--- config.mk ---
export PLATFORM = sky130hd
export DESIGN_NAME = ps2_kbd_decoder
export DESIGN_NICKNAME = d
export VERILOG_FILES = /design/src/rtl/ps2_pkg.sv /design/src/rtl/ps2_kbd_init.sv /design/src/rtl/ps2_kbd_decoder.sv
export SDC_FILE = /design/constraint.sdc
export NUM_CORES = 1
export LEC_CHECK = 0
export ABC_AREA = 1
export ABC_CLOCK_PERIOD_IN_PS = 5400
export CAP_MARGIN = 20
export CORE_MARGIN = 3
export CORE_UTILIZATION = 60
export CTS_BUF_LIST = sky130_fd_sc_hd__clkbuf_8
export DETAILED_ROUTE_END_ITERATION = 8
export PLACE_DENSITY = 0.86
export SLEW_MARGIN = 10
export SYNTH_ARGS = -nofsm -noshare
export SYNTH_HDL_FRONTEND = slang
export SYNTH_SLANG_ARGS = --single-unit
export TNS_END_PERCENT = 50
--- constraint.sdc ---
create_clock -name clk -period 5.4 [get_ports clk]
set_clock_uncertainty 0.1 [all_clocks]
set_input_delay 0.54 -clock clk [delete_from_list [all_inputs] [get_ports clk]]
set_output_delay 0.54 -clock clk [all_outputs]
set_load 0.1 [all_outputs]
--- src/rtl/ps2_pkg.sv ---
// Shared constants, state types and key lookup for the PS/2 keyboard decoder.
package ps2_pkg;

  // Host commands and keyboard responses
  localparam logic [7:0] CMD_RESET    = 8'hFF;
  localparam logic [7:0] RSP_ACK      = 8'hFA;
  localparam logic [7:0] RSP_BAT_OK   = 8'hAA;
  localparam logic [7:0] RSP_BAT_FAIL = 8'hFC;
  localparam logic [7:0] RSP_ECHO     = 8'hEE;
  localparam logic [7:0] RSP_ERR      = 8'h00;

  // Scan Code Set 2 prefixes
  localparam logic [7:0] PFX_EXT      = 8'hE0;
  localparam logic [7:0] PFX_PAUSE    = 8'hE1;
  localparam logic [7:0] PFX_BREAK    = 8'hF0;

  // Key codes of interest
  localparam logic [7:0] KEY_LEFT     = 8'h6B;
  localparam logic [7:0] KEY_RIGHT    = 8'h74;
  localparam logic [7:0] KEY_DOWN     = 8'h72;
  localparam logic [7:0] KEY_ROTATE   = 8'h75;
  localparam logic [7:0] KEY_DROP     = 8'h29;
  localparam logic [7:0] FAKE_SHIFT_L = 8'h12;
  localparam logic [7:0] FAKE_SHIFT_R = 8'h59;

  // key_state bit positions
  localparam int unsigned KS_LEFT   = 0;
  localparam int unsigned KS_RIGHT  = 1;
  localparam int unsigned KS_DOWN   = 2;
  localparam int unsigned KS_ROTATE = 3;
  localparam int unsigned KS_DROP   = 4;

  // Bytes remaining in the Pause sequence after the leading E1
  localparam logic [2:0] PAUSE_SKIP = 3'd7;

  typedef enum logic [2:0] {I_SEND, I_TXWAIT, I_ACK, I_BAT, RUN} init_state_t;
  typedef enum logic [2:0] {D_IDLE, D_E0, D_F0, D_E0F0, D_E1SKIP} dec_state_t;

  // One-hot key_state mask for a decoded key, zero if not a tracked key
  function automatic logic [4:0] key_mask(input logic ext, input logic [7:0] code);
    key_mask = '0;
    if (ext) begin
      case (code)
        KEY_LEFT:   key_mask[KS_LEFT]   = 1'b1;
        KEY_RIGHT:  key_mask[KS_RIGHT]  = 1'b1;
        KEY_DOWN:   key_mask[KS_DOWN]   = 1'b1;
        KEY_ROTATE: key_mask[KS_ROTATE] = 1'b1;
        default:    key_mask = '0;
      endcase
    end else if (code == KEY_DROP) begin
      key_mask[KS_DROP] = 1'b1;
    end
  endfunction

  // Keyboard responses that carry no key information when seen unprefixed
  function automatic logic is_ignored(input logic [7:0] code);
    case (code)
      RSP_ACK, RSP_BAT_OK, RSP_ECHO, RSP_ERR, CMD_RESET: is_ignored = 1'b1;
      default:                                           is_ignored = 1'b0;
    endcase
  endfunction

  function automatic logic is_fake_shift(input logic [7:0] code);
    is_fake_shift = (code == FAKE_SHIFT_L) || (code == FAKE_SHIFT_R);
  endfunction

endpackage

--- src/rtl/ps2_kbd_init.sv ---
// Keyboard reset handshake: send FF, await ACK then BAT, retry on timeout/BAT failure.
module ps2_kbd_init
  import ps2_pkg::*;
#(
  parameter int                   TIMEOUT_W    = 26,
  parameter logic [TIMEOUT_W-1:0] INIT_TIMEOUT = 26'd50_000_000,
  parameter int                   MAX_RETRY    = 3,
  parameter bit                   SKIP_INIT    = 1'b0
) (
  input  logic       clk,
  input  logic       rst,
  input  logic       rx_valid,
  input  logic [7:0] rx_data,
  input  logic       tx_ready,
  input  logic       tx_done,
  output logic       wr_stb,
  output logic [7:0] wr_data,
  output logic       init_done,
  output logic       init_ok,
  output logic       run_en
);

  localparam int unsigned          RW      = $clog2(MAX_RETRY + 1);
  localparam logic [RW-1:0]        MAX_R   = RW'(MAX_RETRY);
  localparam logic [TIMEOUT_W-1:0] TO_LAST = INIT_TIMEOUT - 1'b1;

  init_state_t          state_q, state_d;
  logic [TIMEOUT_W-1:0] timer_q, timer_d;
  logic [RW-1:0]        retry_q, retry_d, retry_inc;
  logic                 wr_stb_q, wr_stb_d;
  logic [7:0]           wr_data_q, wr_data_d;
  logic                 init_ok_q, init_ok_d;
  logic                 do_retry;

  // Next-state, timer and retry bookkeeping
  always_comb begin
    state_d   = state_q;
    timer_d   = timer_q;
    retry_d   = retry_q;
    wr_stb_d  = 1'b0;
    wr_data_d = wr_data_q;
    init_ok_d = init_ok_q;
    do_retry  = 1'b0;
    retry_inc = retry_q + 1'b1;

    case (state_q)
      I_SEND: begin
        timer_d = '0;
        if (tx_ready) begin
          wr_stb_d  = 1'b1;
          wr_data_d = CMD_RESET;
          state_d   = I_TXWAIT;
        end
      end
      I_TXWAIT: begin
        timer_d = timer_q + 1'b1;
        if (tx_done) begin
          timer_d = '0;
          state_d = I_ACK;
        end else if (timer_q == TO_LAST) begin
          do_retry = 1'b1;
        end
      end
      I_ACK: begin
        timer_d = timer_q + 1'b1;
        if (rx_valid && rx_data == RSP_ACK) begin
          timer_d = '0;
          state_d = I_BAT;
        end else if (timer_q == TO_LAST) begin
          do_retry = 1'b1;
        end
      end
      I_BAT: begin
        timer_d = timer_q + 1'b1;
        if (rx_valid && rx_data == RSP_BAT_OK) begin
          init_ok_d = 1'b1;
          state_d   = RUN;
        end else if ((rx_valid && rx_data == RSP_BAT_FAIL) || timer_q == TO_LAST) begin
          do_retry = 1'b1;
        end
      end
      RUN: begin
        timer_d = timer_q;
      end
      default: state_d = I_SEND;
    endcase

    if (do_retry) begin
      retry_d = retry_inc;
      timer_d = '0;
      if (retry_inc < MAX_R) state_d = I_SEND;
      else                   state_d = RUN;
    end
  end

  // State and output registers
  always_ff @(posedge clk or posedge rst) begin
    if (rst) begin
      if (SKIP_INIT) state_q <= RUN;
      else           state_q <= I_SEND;
      timer_q   <= '0;
      retry_q   <= '0;
      wr_stb_q  <= 1'b0;
      wr_data_q <= '0;
      init_ok_q <= 1'b0;
    end else begin
      state_q   <= state_d;
      timer_q   <= timer_d;
      retry_q   <= retry_d;
      wr_stb_q  <= wr_stb_d;
      wr_data_q <= wr_data_d;
      init_ok_q <= init_ok_d;
    end
  end

  assign wr_stb    = wr_stb_q;
  assign wr_data   = wr_data_q;
  assign init_ok   = init_ok_q;
  assign init_done = (state_q == RUN);
  assign run_en    = (state_q == RUN);

endmodule

--- src/rtl/ps2_kbd_decoder.sv ---
// PS/2 keyboard front end: init handshake plus Set 2 scan code decoding into key events.
module ps2_kbd_decoder
  import ps2_pkg::*;
#(
  parameter int                   TIMEOUT_W    = 26,
  parameter logic [TIMEOUT_W-1:0] INIT_TIMEOUT = 26'd50_000_000,
  parameter int                   MAX_RETRY    = 3,
  parameter bit                   SKIP_INIT    = 1'b0
) (
  input  logic       clk,
  input  logic       rst,
  input  logic       ps2_rddata_valid,
  input  logic [7:0] ps2_rd_data,
  input  logic       ps2_tx_ready,
  input  logic       ps2_tx_done,
  output logic       ps2_wr_stb,
  output logic [7:0] ps2_wr_data,
  output logic       init_done,
  output logic       init_ok,
  output logic       key_valid,
  output logic [7:0] key_code,
  output logic       key_ext,
  output logic       key_break,
  output logic [4:0] key_state
);

  logic run_en;

  ps2_kbd_init #(
    .TIMEOUT_W   (TIMEOUT_W),
    .INIT_TIMEOUT(INIT_TIMEOUT),
    .MAX_RETRY   (MAX_RETRY),
    .SKIP_INIT   (SKIP_INIT)
  ) u_init (
    .clk      (clk),
    .rst      (rst),
    .rx_valid (ps2_rddata_valid),
    .rx_data  (ps2_rd_data),
    .tx_ready (ps2_tx_ready),
    .tx_done  (ps2_tx_done),
    .wr_stb   (ps2_wr_stb),
    .wr_data  (ps2_wr_data),
    .init_done(init_done),
    .init_ok  (init_ok),
    .run_en   (run_en)
  );

  dec_state_t dstate_q, dstate_d;
  logic [2:0] skip_q, skip_d;
  logic       key_valid_q, key_valid_d;
  logic [7:0] key_code_q, key_code_d;
  logic       key_ext_q, key_ext_d;
  logic       key_break_q, key_break_d;
  logic [4:0] key_state_q, key_state_d;
  logic       emit, e_ext, e_brk;
  logic [4:0] mask;

  // Prefix tracking and event generation, one received byte per strobe
  always_comb begin
    dstate_d    = dstate_q;
    skip_d      = skip_q;
    key_valid_d = 1'b0;
    key_code_d  = key_code_q;
    key_ext_d   = key_ext_q;
    key_break_d = key_break_q;
    key_state_d = key_state_q;
    emit        = 1'b0;
    e_ext       = 1'b0;
    e_brk       = 1'b0;
    mask        = '0;

    if (run_en && ps2_rddata_valid) begin
      case (dstate_q)
        D_IDLE: begin
          if (ps2_rd_data == PFX_EXT) begin
            dstate_d = D_E0;
          end else if (ps2_rd_data == PFX_BREAK) begin
            dstate_d = D_F0;
          end else if (ps2_rd_data == PFX_PAUSE) begin
            skip_d   = PAUSE_SKIP;
            dstate_d = D_E1SKIP;
          end else if (!is_ignored(ps2_rd_data)) begin
            emit = 1'b1;
          end
        end
        D_E0: begin
          if (ps2_rd_data == PFX_BREAK) begin
            dstate_d = D_E0F0;
          end else if (is_fake_shift(ps2_rd_data)) begin
            dstate_d = D_IDLE;
          end else if (ps2_rd_data != PFX_EXT) begin
            emit     = 1'b1;
            e_ext    = 1'b1;
            dstate_d = D_IDLE;
          end
        end
        D_F0: begin
          emit     = 1'b1;
          e_brk    = 1'b1;
          dstate_d = D_IDLE;
        end
        D_E0F0: begin
          emit     = !is_fake_shift(ps2_rd_data);
          e_ext    = 1'b1;
          e_brk    = 1'b1;
          dstate_d = D_IDLE;
        end
        D_E1SKIP: begin
          skip_d = skip_q - 1'b1;
          if (skip_q == 3'd1) dstate_d = D_IDLE;
        end
        default: dstate_d = D_IDLE;
      endcase
    end

    if (emit) begin
      key_valid_d = 1'b1;
      key_code_d  = ps2_rd_data;
      key_ext_d   = e_ext;
      key_break_d = e_brk;
      mask        = key_mask(e_ext, ps2_rd_data);
      key_state_d = e_brk ? (key_state_q & ~mask) : (key_state_q | mask);
    end
  end

  // Decoder state and registered event outputs
  always_ff @(posedge clk or posedge rst) begin
    if (rst) begin
      dstate_q    <= D_IDLE;
      skip_q      <= '0;
      key_valid_q <= 1'b0;
      key_code_q  <= '0;
      key_ext_q   <= 1'b0;
      key_break_q <= 1'b0;
      key_state_q <= '0;
    end else begin
      dstate_q    <= dstate_d;
      skip_q      <= skip_d;
      key_valid_q <= key_valid_d;
      key_code_q  <= key_code_d;
      key_ext_q   <= key_ext_d;
      key_break_q <= key_break_d;
      key_state_q <= key_state_d;
    end
  end

  assign key_valid = key_valid_q;
  assign key_code  = key_code_q;
  assign key_ext   = key_ext_q;
  assign key_break = key_break_q;
  assign key_state = key_state_q;

endmodule

==> out/results.txt <==
Rows = 27
Final Slew Violations = 0
logic depth of the worst register-to-register path = 7
Top-Level Pins = 40
WL met1 = 3680 um
first-pass GRT wire length = 13900 um
CP endpoint = init_done
initial antenna violation count = 0
Buf/Inv on CP = 2
port bufs = 39
post-CTS sizing = 0
Crit. End Element = primary output
drt via density = 5.60
hold slack final = 0.390 ns
GR Util met1 = 34.4%
final count of negative-setup-slack endpoints = 0
clock tree root buffer cell = clkbuf_8
top cells by count = 126 x nand2_1, 62 x nor2_1, 61 x inv_1
share of layout cells above drive strength 1 = 7.36%
TritonRoute pass-1 iters = 7
placed cell area = 0.00389 mm2
Synth Net Count = 499
DP HPWL = 6020 um
uppermost layer routed = met4
CP startpoint kind = flop
Min-Delay Endpoint = u_init.retry_q[0]
final hold vios = 0
filler cell count = 439
DR iter-0 viols = 284
drt drc = 0
Flop area = 0.00140 mm2
period utilisation layout = 63.0%
CTS tree = yes
min-delay src = u_init.retry_q[0]
CP max-delay cell = clkdlybuf4s50_1
count leader, synth = nand2_1
Logic cell area = 0.00177 mm2
# nets final = 532
mi-comb count = 350
max FFs per register = 26
CP arrival = 2.76 ns
Fmax achieved = 294 MHz
Place WS = 2.27 ns
NonClk Buf Share = 9.90%
register area share after synthesis = 40.1%
most numerous logic cells after layout = 126 x nand2_1, 62 x nor2_1, 60 x inv_1
yosys stat area = 0.00350 mm2
status = completed
reg2reg start = u_init.state_q[2]
WP data required = 4.76 ns
H-tree depth = 2
Worst path max stage delay = 1.18 ns
Biggest Area Class = combinational gates
Async S/R FF share, synth = 100%
biggest area cells = dfrtp_1 40%, nand2_1 14%, nor2_1 6.7%
# hold bufs at CTS = 0
dominant register cell = dfrtp_1
syn avg cell area = 7.26 um2
met3 WL = 361 um
Initial Util = 62.7%
Die Wd = 82.3 um
Max Cap Violations = 0
EDFF count, synth = 0
RSZ-0062 raised after global routing = no
Levels on crit path = 3
clk buf depth = 2
Synth cell types = 33
placed cells = 580
Worst VDD drop = 490 uV
met3 usage = 4.34%
nonclk inv count = 62
leakage = 2.12 nW
Hold Path Class = flop to flop
met2 wire len = 4010 um
largest net degree at the start of global routing = 57
setup slack after layout = 2.00 ns
minimum clock period = 3.40 ns
Yosys top cell area share = 40.1%
Crit path max-delay family = buffers and inverters
die y size = 82.3 um
Worst Hold Depth = 1
layer with the highest usage = met2
vias in the first global route = 3136
antenna cells = 0
Seq cells post-synth = 56
Die Area = 0.00678 mm2
Clock-cell share = 3.14%
global route overflow = 0
Post CTS Setup Buffer Count = 0
Critical Setup Path Class = flop to primary output
Yosys warning count = 0
Clock Pin Slew Worst Setup and Hold Paths = 0.10 ns
Top reg by flops = u_init.timer_q
number of OpenROAD warnings = 27
core area = 0.00557 mm2
gpl congestion = 0.856
pwr/cell area = 320 mW/mm2
slew at the pin closest to its max-slew limit = 0.987 ns
CP Launch Point = u_init.state_q[2]
Cell Area, Synth = 0.00350 mm2
synthesis-to-finish area growth = 14.9%
critical path cell sequence = inv_2, nor3_4, clkdlybuf4s50_1
Signal buffers = 40
design area = 0.00402 mm2
tap cells = 72
Mapped Cells = 482
total negative slack = 0 ns
met2 global-route usage = 43.6%
-- per-stage QoR --
stage | utilization (%) | power, mW
after global placement | 69.8 | 0.981
after CTS | 72.1 | 1.29
after floorplan | - | 0.875
after detailed placement | 69.8 | 0.989
after global routing | 72.1 | 1.34
final | 72.1 | 1.28
-- cell families (layout without fill, tap and decap cells) --
group	count (synthesis)	count (layout)	synth area share, %
AND/OR/NAND/NOR	267	267	34.7
buffers and inverters	76	110	9.30
AND-OR/OR-AND	64	64	10.7
flip-flops	56	56	40.1
XOR/XNOR	14	14	3.51
adder cells (fa/ha/maj)	4	4	1.43
multiplexers	1	1	0.286
-- power by group --
part	leakage [nW]	internal, mW	switching, mW
registers	0.616	0.466	0.0276
logic	1.44	0.106	0.382
clock network	0.0645	0.164	0.139
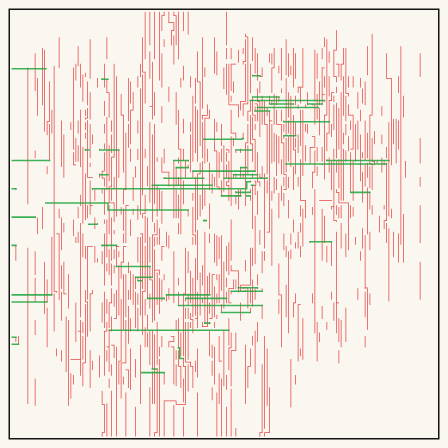
(metal layers overlaid)
Only two layers are drawn.
- M2: red (wire length 4010 um)
- M3: green (wire length 362 um)
gr usage total: 26.1%
WL per Instance: 13.9 um
Post-Route WL: 8190 um
Vias: 3294

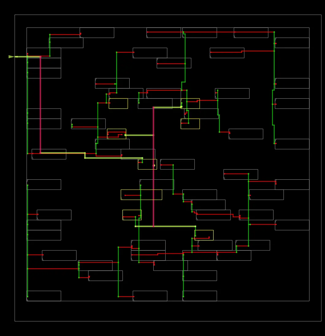
(clock routing)
flop count: 56
Clk. pwr: 303 uW
TritonCTS Buffers: 5
CLK BUF: 7
worst skew pair latency: 0.31 ns

Power figures rest on the tool's default switching activity, not on a simulated workload.
